--- src/rtl/video_st_source.sv ---
// rtl/video_st_source.sv - pixel stream to Avalon-ST video packet source with FIFO, padding and frame counting
module video_st_source #(
    parameter int WIDTH      = 320,
    parameter int HEIGHT     = 240,
    parameter int FIFO_DEPTH = 16
) (
    input  logic        clk,
    input  logic        reset_n,
    input  logic [23:0] pix_data,
    input  logic        pix_valid,
    input  logic        pix_sof,
    output logic [23:0] src_data,
    output logic        src_startofpacket,
    output logic        src_endofpacket,
    output logic        src_valid,
    input  logic        src_ready,
    input  logic        err_clr,
    output logic        err,
    output logic [15:0] frame_count
);
    localparam int NPIX = WIDTH * HEIGHT;
    localparam int CW   = $clog2(NPIX + 1);
    localparam int AW   = $clog2(FIFO_DEPTH);

    typedef enum logic [1:0] {IDLE, HEADER, STREAM, PAD} state_t;

    state_t         state_q;
    logic [23:0]    mem_q [FIFO_DEPTH];
    logic [AW-1:0]  wr_ptr_q, rd_ptr_q;
    logic [AW:0]    cnt_q, cnt_d;
    logic [CW-1:0]  wcnt_q, rcnt_q;
    logic           bad_q;
    logic           err_q;
    logic [15:0]    frame_q;

    logic fifo_empty, fifo_full, last_beat, in_window;
    logic push_idle, push_mid, push, pop, xfer;
    logic sof_err, ovf, err_set;

    assign fifo_empty = (cnt_q == '0);
    assign fifo_full  = (cnt_q == (AW+1)'(FIFO_DEPTH));
    assign last_beat  = (rcnt_q == CW'(NPIX - 1));

    // A header that has already seen an error stops accepting pixels so the
    // packet can fall straight into padding once the header beat is taken.
    assign in_window = ((state_q == HEADER && !bad_q) || state_q == STREAM)
                       && (wcnt_q < CW'(NPIX));

    assign push_idle = (state_q == IDLE) && pix_valid && pix_sof;
    assign sof_err   = in_window && pix_valid && pix_sof;
    assign ovf       = in_window && pix_valid && !pix_sof && fifo_full;
    assign push_mid  = in_window && pix_valid && !pix_sof && !fifo_full;
    assign push      = push_idle || push_mid;
    assign err_set   = sof_err || ovf;

    assign src_valid = (state_q == HEADER) || (state_q == PAD)
                       || (state_q == STREAM && !fifo_empty);
    assign src_startofpacket = (state_q == HEADER);
    assign src_endofpacket   = src_valid && (state_q == STREAM || state_q == PAD) && last_beat;
    assign src_data  = ((state_q == STREAM || state_q == PAD) && !fifo_empty)
                       ? mem_q[rd_ptr_q] : 24'h000000;

    assign xfer = src_valid && src_ready;
    assign pop  = xfer && (state_q == STREAM || state_q == PAD) && !fifo_empty;

    // FIFO occupancy after this cycle's push and pop.
    always_comb begin
        cnt_d = cnt_q;
        if (push && !pop)
            cnt_d = cnt_q + 1'b1;
        else if (!push && pop)
            cnt_d = cnt_q - 1'b1;
    end

    // Pixel storage; contents are don't-care while the FIFO is empty.
    always_ff @(posedge clk) begin
        if (push)
            mem_q[wr_ptr_q] <= pix_data;
    end

    // Packet FSM, FIFO pointers, beat/pixel counters, sticky error and frame count.
    always_ff @(posedge clk or negedge reset_n) begin
        if (!reset_n) begin
            state_q  <= IDLE;
            wr_ptr_q <= '0;
            rd_ptr_q <= '0;
            cnt_q    <= '0;
            wcnt_q   <= '0;
            rcnt_q   <= '0;
            bad_q    <= 1'b0;
            err_q    <= 1'b0;
            frame_q  <= '0;
        end else begin
            cnt_q <= cnt_d;
            if (push)
                wr_ptr_q <= wr_ptr_q + 1'b1;
            if (pop)
                rd_ptr_q <= rd_ptr_q + 1'b1;

            if (err_set)
                err_q <= 1'b1;
            else if (err_clr)
                err_q <= 1'b0;

            if (push_mid)
                wcnt_q <= wcnt_q + 1'b1;

            unique case (state_q)
                IDLE: begin
                    if (push_idle) begin
                        wcnt_q  <= CW'(1);
                        rcnt_q  <= '0;
                        bad_q   <= 1'b0;
                        state_q <= HEADER;
                    end
                end
                HEADER: begin
                    if (err_set)
                        bad_q <= 1'b1;
                    if (xfer)
                        state_q <= (bad_q || err_set) ? PAD : STREAM;
                end
                STREAM: begin
                    if (xfer)
                        rcnt_q <= rcnt_q + 1'b1;
                    if (xfer && last_beat) begin
                        frame_q <= frame_q + 1'b1;
                        state_q <= IDLE;
                    end else if (err_set) begin
                        state_q <= PAD;
                    end
                end
                PAD: begin
                    if (xfer)
                        rcnt_q <= rcnt_q + 1'b1;
                    if (xfer && last_beat) begin
                        frame_q <= frame_q + 1'b1;
                        state_q <= IDLE;
                    end
                end
                default: state_q <= IDLE;
            endcase
        end
    end

    assign err         = err_q;
    assign frame_count = frame_q;
endmodule
--- config.mk ---
export PLATFORM = sky130hd
export DESIGN_NAME = video_st_source
export DESIGN_NICKNAME = d
export VERILOG_FILES = /design/src/rtl/video_st_source.sv
export SDC_FILE = /design/constraint.sdc
export NUM_CORES = 1
export LEC_CHECK = 0
export CAP_MARGIN = 20
export CORE_MARGIN = 2
export CORE_UTILIZATION = 60
export DETAILED_ROUTE_END_ITERATION = 10
export GPL_TIMING_DRIVEN = 0
export PLACE_DENSITY = 0.79
export SYNTH_ARGS = -nofsm -noshare
export SYNTH_HDL_FRONTEND = slang
export SYNTH_SLANG_ARGS = --single-unit
--- constraint.sdc ---
create_clock -name clk -period 10 [get_ports clk]
set_clock_uncertainty 0.15 [all_clocks]
set_input_delay 2 -clock clk [delete_from_list [all_inputs] [get_ports clk]]
set_output_delay 2 -clock clk [all_outputs]
set_load 0.01 [all_outputs]
==> flow_summary.rst <==
Synthesis and place-and-route
=============================

.. list-table::
   :header-rows: 1

   * - Metric
     - Value
   * - Part of the cycle the worst path needs
     - between 50% and 60%
   * - Net Count, Synth
     - between 900 and 1000
   * - Sum of negative setup slack
     - 0 ns
   * - Group drawing the most power
     - sequential cells
   * - Multiplexer share of the synthesized area
     - ~15%
   * - Async set or reset register ratio after synthesis
     - 14.9%
   * - Share of the yosys chip area belonging to registers
     - a little over 70%
   * - Routed length on met3
     - between 3000 and 4000 µm
   * - Post-cts gate resize count
     - 0
   * - Unrepaired setup endpoints after global routing
     - false
   * - Crit-path cells
     - buf_2 -> buf_2 -> clkbuf_1 -> mux4_2 -> mux4_2 -> and2_1 -> clkdlybuf4s50_1
   * - Highest clock frequency the design can meet
     - between 150 and 200 MHz
   * - Clk slew on worst S/H paths
     - around 0.070 ns
   * - Largest net degree at the start of global routing
     - a little under 70
   * - GRT overflow
     - 0
   * - Registers, synthesis
     - ~450
   * - Leading area contributor after synthesis
     - sky130_fd_sc_hd__edfxtp_1
   * - Synthesized area per cell
     - 19.4 µm²
   * - Internal power consumption
     - between 3 and 4 mW
   * - Total cells reported by yosys after synthesis
     - about 940
   * - Clock tree from TritonCTS
     - built
   * - Global routing met3 resource utilization
     - roughly 5.9%
   * - Total count of max-transition violations in the final report
     - 0
   * - Clk sinks
     - 451
   * - Register bank with the most flops
     - mem_q
   * - Antenna violations before repair
     - 1
   * - Status
     - complete, no violations
   * - Count of nets left with antenna violations after detail routing
     - 0
   * - # Max-Cap Violations
     - 0
   * - Fillers
     - about 1700
   * - Layout Nets
     - around 1100
   * - Uppermost metal layer occupied by signal nets
     - met4
   * - Kind of cell adding the most delay to the critical path
     - buffers and inverters
   * - Number of CTS-inserted buffers
     - between 40 and 50
   * - Main flop type
     - sky130_fd_sc_hd__edfxtp_1
   * - Global routing's busiest layer
     - met2
   * - Post-DP HPWL
     - between 20000 and 25000 µm
   * - Post-synthesis instance total
     - ~940
   * - Number of failing setup endpoints in the final timing report
     - 0
   * - Die y size
     - roughly 180 µm
   * - Number of port buffers
     - between 70 and 80
   * - # Post-CTS Setup Buffers
     - 0
   * - Number of H-tree branching levels
     - 2
   * - Leakage Power
     - ~7.0 nW
   * - Worst vdd rail ir drop
     - ~0.00019 V
   * - Worst endpoint required time
     - roughly 8 ns
   * - Power Dens Cells
     - approximately 250 mW/mm²
   * - DR DRC count
     - 0
   * - Number of flip-flops in the largest register
     - around 380
   * - GR Layer Usage met1
     - between 30% and 40%
   * - Top cells, area
     - sky130_fd_sc_hd__edfxtp_1 63%, sky130_fd_sc_hd__mux4_2 15%, sky130_fd_sc_hd__dfrtp_1 9.2%, sky130_fd_sc_hd__xnor2_1 1.7%, sky130_fd_sc_hd__and2_1 0.86%
   * - Reg power frac
     - between 40 and 50%
   * - Worst-path fanout max
     - 10
   * - First-pass GRT wire length
     - just over 60000 µm
   * - Element type at the critical path start
     - flip-flop
   * - Data arrival time at the worst-slack endpoint
     - 3.71 ns
   * - Crit path time final
     - 5.86 ns
   * - Total iterations of the first detailed-routing run
     - 5
   * - Adder-cell share of the synthesized area
     - 0.931%
   * - Power dissipated in combinational cells
     - roughly 1.6 mW
   * - I/O pin cnt
     - 74
   * - Overall die area
     - between 0.03 and 0.04 mm²
   * - Ratio of cells with drive above 1 in the final layout
     - a little under a quarter
   * - Routed length per placed instance
     - 27.3 µm
   * - Distinct cell type count after synthesis
     - 53
   * - Library cell contributing the largest single delay on the critical path
     - sky130_fd_sc_hd__clkbuf_1
   * - Met1 Routed Length
     - ~16000 µm
   * - Log Warnings
     - 29
   * - Class of the most critical hold timing path
     - flip-flop to flip-flop
   * - Class of the most critical setup path
     - flip-flop to output pin
   * - Total power draw
     - between 5 and 6 mW
   * - Post-Syn Area
     - 0.0183 mm²
[worst paths after layout]
path / slack [ns] / endpoint / depth (start not counted) / from
worst min register to register: 0.35 / frame_count[8] / 1 / frame_count[8]
worst max-delay path: 4.14 / src_data[14] / 7 / rd_ptr_q[2]
min in group asynchronous: 1.42 / wcnt_q[13] / 1 / reset_n
max in group asynchronous: 7.70 / frame_count[15] / 1 / reset_n
worst max register to register: 6.42 / cnt_q[4] / 11 / cnt_q[0]
worst min-delay path: 0.35 / frame_count[8] / 1 / frame_count[8]
[metrics by stage]
step | cells | hold WS [ns] | utilization (%) | instance area [µm²] | setup WS, ns
floorplan | 942 | 0.333 | - | 18300 | 4.97
global placement | 1404 | 0.305 | 65.4 | 19500 | 2.19
detailed placement | 1424 | 0.339 | 66.9 | 19900 | 4.74
CTS | 1506 | 0.347 | 71.5 | 21300 | 4.17
global route | 1507 | 0.366 | 71.6 | 21300 | 4.07
finish | 1508 | 0.349 | 71.6 | 21300 | 4.14
[placed cells by master (no fill, tap or decap), types with 3 or more instances in the layout]
cell type                         instances
sky130_fd_sc_hd__a21oi_1                 19
sky130_fd_sc_hd__buf_1                    6
sky130_fd_sc_hd__edfxtp_1               384
sky130_fd_sc_hd__o21a_1                   4
sky130_fd_sc_hd__inv_1                   10
sky130_fd_sc_hd__o31ai_1                  4
sky130_fd_sc_hd__nand4_1                 13
sky130_fd_sc_hd__or4_1                    4
sky130_fd_sc_hd__or3_1                    9
sky130_fd_sc_hd__a211oi_1                 7
sky130_fd_sc_hd__mux2_2                   3
sky130_fd_sc_hd__nor2_1                  25
sky130_fd_sc_hd__buf_12                   8
sky130_fd_sc_hd__nor3_2                   4
sky130_fd_sc_hd__o21ai_0                 16
sky130_fd_sc_hd__clkdlybuf4s50_1         71
sky130_fd_sc_hd__dfrtp_1                 67
sky130_fd_sc_hd__clkbuf_1                29
sky130_fd_sc_hd__nand3_1                 25
sky130_fd_sc_hd__buf_8                    3
sky130_fd_sc_hd__clkbuf_16               46
sky130_fd_sc_hd__nor2_4                  12
sky130_fd_sc_hd__and4_1                   4
sky130_fd_sc_hd__mux4_2                 120
sky130_fd_sc_hd__and2_1                  25
sky130_fd_sc_hd__xnor2_1                 35
sky130_fd_sc_hd__ha_1                    12
sky130_fd_sc_hd__nand2_1                 30
sky130_fd_sc_hd__clkinv_2                13
sky130_fd_sc_hd__and3_1                  11
sky130_fd_sc_hd__nor4_1                   5
sky130_fd_sc_hd__buf_2                   15
sky130_fd_sc_hd__xor2_1                   7
sky130_fd_sc_hd__clkinv_1                12
sky130_fd_sc_hd__buf_6                   12
sky130_fd_sc_hd__a2111oi_0                3
sky130_fd_sc_hd__a21o_1                   4
sky130_fd_sc_hd__nor3_1                   4
[layout make-up]
cell class              instances  area, µm²  area share, %
flip-flops and latches        451      13200           61.9
multi-input cells             432       4900           23.0
clock buffers                  53       1180           5.52
repair buffers                 93       1070           5.01
well taps                     390        488           2.29
plain buffers                  48        230           1.08
clock inverters                29        210          0.986
inverters                      11       41.3          0.194
diodes                          1       2.50         0.0117
==> images/placement.png <==
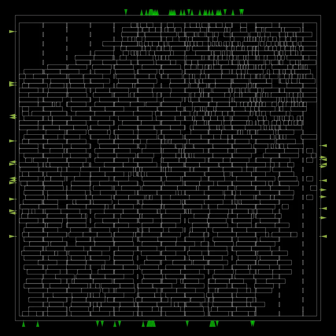
Core Region: 0.0298 mm²
Final Non-Filler Cells: 1508
inserted tap cell count: 390
flip-flops: 451
count of standard-cell rows: 63

==> images/flops_by_reg.png <==
The bar under the picture is 50 µm long.
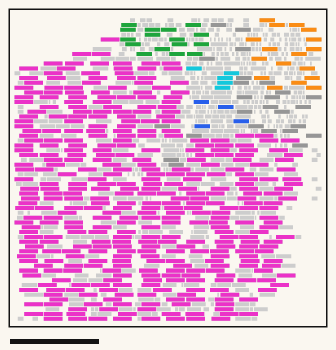
legend:
  blue:
    netlist_name: wr_ptr_q
    flops: 4
  cyan:
    netlist_name: cnt_q
    flops: 5
  magenta:
    netlist_name: mem_q
    flops: 384
    where: all over the die
  green:
    netlist_name: frame_count
    flops: 16
    where: top centre
  orange:
    netlist_name: rcnt_q
    flops: 17
    where: upper right
not coloured: 25

Power and IR drop assume default switching activity.
